final_clocks.png
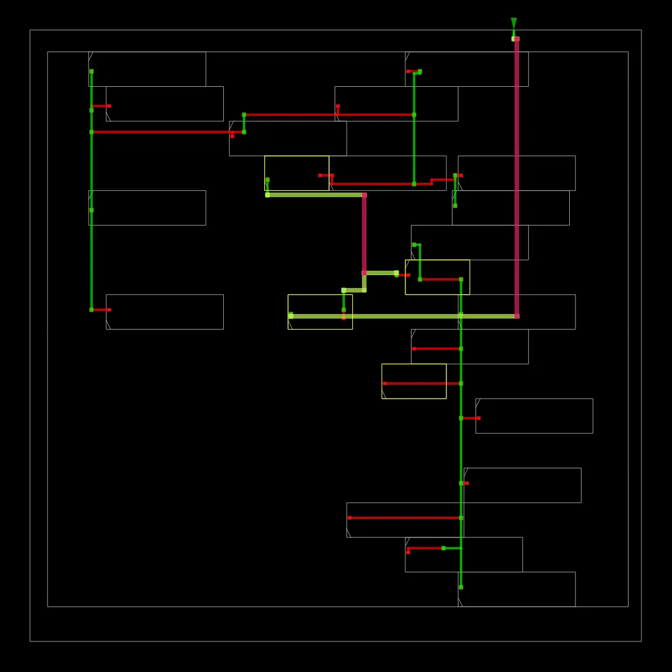
met3.png
Scale: 10 px per micron. Cells faint in the background.
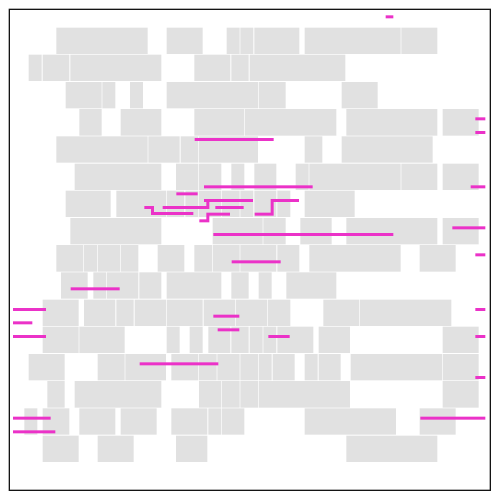
### config.mk
export PLATFORM = sky130hd
export DESIGN_NAME = control_unit_flat
export DESIGN_NICKNAME = d
export VERILOG_FILES = /design/src/rtl/control_unit_if.sv /design/src/rtl/control_unit.sv /design/src/flat_wrapper.sv
export SDC_FILE = /design/constraint.sdc
export NUM_CORES = 1
export LEC_CHECK = 0
export CAP_MARGIN = 0
export CORE_UTILIZATION = 49
export CTS_BUF_LIST = sky130_fd_sc_hd__clkbuf_8
export DETAILED_ROUTE_END_ITERATION = 7
export GPL_TIMING_DRIVEN = 0
export PLACE_DENSITY_LB_ADDON = 0.15
export SLEW_MARGIN = 10
export SYNTH_ARGS = -nofsm -noshare
export SYNTH_HDL_FRONTEND = slang
export SYNTH_SLANG_ARGS = --single-unit
### constraint.sdc
create_clock -name Clk -period 2.5 [get_ports Clk]
set_input_delay 0.5 -clock Clk [delete_from_list [all_inputs] [get_ports Clk]]
set_output_delay 0.5 -clock Clk [all_outputs]
set_load 0.05 [all_outputs]
### src/rtl/control_unit_if.sv
// Control bundle between the sequencer and the 8-bit datapath/memory.
// The master side (sequencer) drives every load/select/ALU control and the
// memory write strobe; it observes the instruction register and CCR flags.
interface control_unit_if;
   logic [7:0] IR;
   logic [3:0] CCR_Result;   // {N,Z,V,C}
   logic       IR_Load;
   logic       MAR_Load;
   logic       PC_Load;
   logic       PC_Inc;
   logic       A_Load;
   logic       B_Load;
   logic       CCR_Load;
   logic [1:0] Bus1_Sel;     // 00 PC, 01 A, 10 B
   logic [1:0] Bus2_Sel;     // 00 ALU, 01 Bus1, 10 from_memory
   logic [2:0] ALU_Sel;      // 000 ADD, 010 SUB
   logic       write;

   modport master (
      input  IR, CCR_Result,
      output IR_Load, MAR_Load, PC_Load, PC_Inc, A_Load, B_Load, CCR_Load,
             Bus1_Sel, Bus2_Sel, ALU_Sel, write
   );

   modport slave (
      output IR, CCR_Result,
      input  IR_Load, MAR_Load, PC_Load, PC_Inc, A_Load, B_Load, CCR_Load,
             Bus1_Sel, Bus2_Sel, ALU_Sel, write
   );
endinterface

### src/rtl/control_unit.sv
// Fetch-decode-execute sequencer for the 8-bit CPU datapath.
// Moore machine: every control output is a registered function of the state
// it accompanies, so the output register is loaded with the decode of the
// next state. Operand fetch (MAR<-PC, PC++) and the direct-address step are
// shared by all instructions that need them; later states pick the path by
// the (stable) IR. Only BEQ looks at the Z flag, and only in decode.
module control_unit (
   input  logic                 Clk,
   input  logic                 Reset,   // async, active low
   control_unit_if.master       bus
);

   localparam logic [7:0] OP_LDA_IMM = 8'h86;
   localparam logic [7:0] OP_LDA_DIR = 8'h87;
   localparam logic [7:0] OP_LDB_IMM = 8'h88;
   localparam logic [7:0] OP_LDB_DIR = 8'h89;
   localparam logic [7:0] OP_STA_DIR = 8'h96;
   localparam logic [7:0] OP_STB_DIR = 8'h97;
   localparam logic [7:0] OP_ADD_AB  = 8'h42;
   localparam logic [7:0] OP_SUB_AB  = 8'h43;
   localparam logic [7:0] OP_BRA     = 8'h20;
   localparam logic [7:0] OP_BEQ     = 8'h23;

   typedef enum logic [4:0] {
      S_FETCH_0   = 5'd0,
      S_FETCH_1   = 5'd1,
      S_FETCH_2   = 5'd2,
      S_DECODE_3  = 5'd3,
      S_OPA_4     = 5'd4,   // MAR <- PC (operand address)
      S_OPA_5     = 5'd5,   // PC++
      S_LDA_IMM_6 = 5'd6,
      S_LDB_IMM_6 = 5'd7,
      S_DIR_6     = 5'd8,   // MAR <- operand (direct address)
      S_LD_DIR_7  = 5'd9,   // wait for memory read
      S_LDA_DIR_8 = 5'd10,
      S_LDB_DIR_8 = 5'd11,
      S_STA_DIR_7 = 5'd12,
      S_STB_DIR_7 = 5'd13,
      S_ADD_AB_4  = 5'd14,
      S_SUB_AB_4  = 5'd15,
      S_BRA_4     = 5'd16,  // MAR <- PC (target address)
      S_BRA_5     = 5'd17,  // wait for memory read
      S_BRA_6     = 5'd18,  // PC <- target
      S_BEQ_NT_4  = 5'd19   // branch not taken: skip operand
   } state_t;

   typedef struct packed {
      logic       ir_load;
      logic       mar_load;
      logic       pc_load;
      logic       pc_inc;
      logic       a_load;
      logic       b_load;
      logic       ccr_load;
      logic [1:0] bus1_sel;
      logic [1:0] bus2_sel;
      logic [2:0] alu_sel;
      logic       write;
   } ctrl_t;

   state_t r_state;
   ctrl_t  r_ctrl;
   state_t w_next;

   // Next-state function; unknown opcodes and unused encodings fall to fetch.
   function automatic state_t f_next(input state_t s, input logic [7:0] ir, input logic z);
      state_t n;
      n = S_FETCH_0;
      case (s)
         S_FETCH_0: n = S_FETCH_1;
         S_FETCH_1: n = S_FETCH_2;
         S_FETCH_2: n = S_DECODE_3;
         S_DECODE_3:
            case (ir)
               OP_LDA_IMM, OP_LDB_IMM, OP_LDA_DIR,
               OP_LDB_DIR, OP_STA_DIR, OP_STB_DIR: n = S_OPA_4;
               OP_ADD_AB: n = S_ADD_AB_4;
               OP_SUB_AB: n = S_SUB_AB_4;
               OP_BRA:    n = S_BRA_4;
               OP_BEQ:    n = z ? S_BRA_4 : S_BEQ_NT_4;
               default:   n = S_FETCH_0;
            endcase
         S_OPA_4: n = S_OPA_5;
         S_OPA_5:
            case (ir)
               OP_LDA_IMM: n = S_LDA_IMM_6;
               OP_LDB_IMM: n = S_LDB_IMM_6;
               OP_LDA_DIR, OP_LDB_DIR, OP_STA_DIR, OP_STB_DIR: n = S_DIR_6;
               default:    n = S_FETCH_0;
            endcase
         S_DIR_6:
            case (ir)
               OP_LDA_DIR, OP_LDB_DIR: n = S_LD_DIR_7;
               OP_STA_DIR: n = S_STA_DIR_7;
               OP_STB_DIR: n = S_STB_DIR_7;
               default:    n = S_FETCH_0;
            endcase
         S_LD_DIR_7: n = (ir == OP_LDB_DIR) ? S_LDB_DIR_8 : S_LDA_DIR_8;
         S_BRA_4:    n = S_BRA_5;
         S_BRA_5:    n = S_BRA_6;
         default:    n = S_FETCH_0;
      endcase
      return n;
   endfunction

   // Output decode for a state; everything defaults to 0 / PC / ALU / ADD.
   function automatic ctrl_t f_ctrl(input state_t s);
      ctrl_t c;
      c = '0;
      case (s)
         S_FETCH_0, S_OPA_4, S_BRA_4: begin
            c.bus1_sel = 2'b00;
            c.bus2_sel = 2'b01;
            c.mar_load = 1'b1;
         end
         S_FETCH_1, S_OPA_5, S_BEQ_NT_4: c.pc_inc = 1'b1;
         S_FETCH_2: begin
            c.bus2_sel = 2'b10;
            c.ir_load  = 1'b1;
         end
         S_LDA_IMM_6, S_LDA_DIR_8: begin
            c.bus2_sel = 2'b10;
            c.a_load   = 1'b1;
         end
         S_LDB_IMM_6, S_LDB_DIR_8: begin
            c.bus2_sel = 2'b10;
            c.b_load   = 1'b1;
         end
         S_DIR_6: begin
            c.bus2_sel = 2'b10;
            c.mar_load = 1'b1;
         end
         S_STA_DIR_7: begin
            c.bus1_sel = 2'b01;
            c.write    = 1'b1;
         end
         S_STB_DIR_7: begin
            c.bus1_sel = 2'b10;
            c.write    = 1'b1;
         end
         S_ADD_AB_4, S_SUB_AB_4: begin
            c.bus1_sel = 2'b01;
            c.bus2_sel = 2'b00;
            c.alu_sel  = (s == S_SUB_AB_4) ? 3'b010 : 3'b000;
            c.a_load   = 1'b1;
            c.ccr_load = 1'b1;
         end
         S_BRA_6: begin
            c.bus2_sel = 2'b10;
            c.pc_load  = 1'b1;
         end
         default: c = '0;
      endcase
      return c;
   endfunction

   assign w_next = f_next(r_state, bus.IR, bus.CCR_Result[2]);

   // State register plus registered decode of the state being entered.
   always_ff @(posedge Clk or negedge Reset) begin
      if (!Reset) begin
         r_state <= S_FETCH_0;
         r_ctrl  <= f_ctrl(S_FETCH_0);
      end else begin
         r_state <= w_next;
         r_ctrl  <= f_ctrl(w_next);
      end
   end

   assign bus.IR_Load  = r_ctrl.ir_load;
   assign bus.MAR_Load = r_ctrl.mar_load;
   assign bus.PC_Load  = r_ctrl.pc_load;
   assign bus.PC_Inc   = r_ctrl.pc_inc;
   assign bus.A_Load   = r_ctrl.a_load;
   assign bus.B_Load   = r_ctrl.b_load;
   assign bus.CCR_Load = r_ctrl.ccr_load;
   assign bus.Bus1_Sel = r_ctrl.bus1_sel;
   assign bus.Bus2_Sel = r_ctrl.bus2_sel;
   assign bus.ALU_Sel  = r_ctrl.alu_sel;
   assign bus.write    = r_ctrl.write;

endmodule

### src/flat_wrapper.sv
// flat-port wrapper written by rule: the top's interface ports become plain ports
module control_unit_flat 
  (Clk, Reset, bus_IR, bus_CCR_Result, bus_IR_Load, bus_MAR_Load, bus_PC_Load, bus_PC_Inc, bus_A_Load, bus_B_Load, bus_CCR_Load, bus_Bus1_Sel, bus_Bus2_Sel, bus_ALU_Sel, bus_write);
  control_unit_if bus_i ();
  input  logic Clk;
  input  logic Reset;
  input wire logic [$bits(bus_i.IR)-1:0] bus_IR;
  input wire logic [$bits(bus_i.CCR_Result)-1:0] bus_CCR_Result;
  output wire logic [$bits(bus_i.IR_Load)-1:0] bus_IR_Load;
  output wire logic [$bits(bus_i.MAR_Load)-1:0] bus_MAR_Load;
  output wire logic [$bits(bus_i.PC_Load)-1:0] bus_PC_Load;
  output wire logic [$bits(bus_i.PC_Inc)-1:0] bus_PC_Inc;
  output wire logic [$bits(bus_i.A_Load)-1:0] bus_A_Load;
  output wire logic [$bits(bus_i.B_Load)-1:0] bus_B_Load;
  output wire logic [$bits(bus_i.CCR_Load)-1:0] bus_CCR_Load;
  output wire logic [$bits(bus_i.Bus1_Sel)-1:0] bus_Bus1_Sel;
  output wire logic [$bits(bus_i.Bus2_Sel)-1:0] bus_Bus2_Sel;
  output wire logic [$bits(bus_i.ALU_Sel)-1:0] bus_ALU_Sel;
  output wire logic [$bits(bus_i.write)-1:0] bus_write;
  assign bus_i.IR = bus_IR;
  assign bus_i.CCR_Result = bus_CCR_Result;
  assign bus_IR_Load = bus_i.IR_Load;
  assign bus_MAR_Load = bus_i.MAR_Load;
  assign bus_PC_Load = bus_i.PC_Load;
  assign bus_PC_Inc = bus_i.PC_Inc;
  assign bus_A_Load = bus_i.A_Load;
  assign bus_B_Load = bus_i.B_Load;
  assign bus_CCR_Load = bus_i.CCR_Load;
  assign bus_Bus1_Sel = bus_i.Bus1_Sel;
  assign bus_Bus2_Sel = bus_i.Bus2_Sel;
  assign bus_ALU_Sel = bus_i.ALU_Sel;
  assign bus_write = bus_i.write;
  control_unit u_core (.Clk(Clk), .Reset(Reset), .bus(bus_i));
endmodule
==> summary.txt <==
hold crit path type -> in2reg
WS Path Type -> in2reg
setup ws final -> 0.1162 ns
Seq area share -> 33.27%
Worst EP arrival -> 2.54 ns
fin crit period -> 2.384 ns
# diodes -> 0
nonclk inv count -> 5
mean number of vias per cell -> 5.814
slowest stage delay, CP -> 0.54 ns
reg-to-reg slack, setup -> 0.41 ns
commonest cells in the netlist -> 16 x dfrtp_1, 8 x nor2_1, 6 x nand2_1
status -> finished clean
most instantiated logic cell after routing -> clkdlybuf4s50_1
clock share of power -> 20.5%
reg2reg start -> u_core.r_state[4]$_DFF_PN0_
clk tree area frac -> 4.044%
drt first pass iters -> 5
post-route DRC violation count -> 0
xor+xnor area frac -> 1.693%
Comb gates -> 75
Final Non-Filler Cells -> 156
CP Capture Type -> register
Power Clock -> 0.000230 W
Antenna Nets Post-Route -> 0
total power -> 0.001118 W
first-pass GRT wire length -> 3450 microns
Resize count post-CTS -> 0
top power group -> combinational logic
Non-clock buffering overhead -> 18.84%
Die Size -> 2300 sq um
Leak -> 0.6328 nW
Top Metal Used -> met4
Yosys Warn Count -> 0
-- final_clocks.png (at the start) --
total CTS buffers: 3
clock insertion delay at the later pin of the skew report: 0.25 ns
clkbuf count: 4
CTS Sinks: 18

-- met3.png (at the start) --
The layer carries 117 microns of wire. 27 nets have wire on it. The layer holds 5.2% of the routed length. The longest straight run is 17.7 microns. The wires run mostly horizontal.
via count: 907
GR Layer Usage met3: 6.415%
DRT Wirelength: 2235 microns

Power figures rest on the tool's default switching activity, not on a simulated workload.
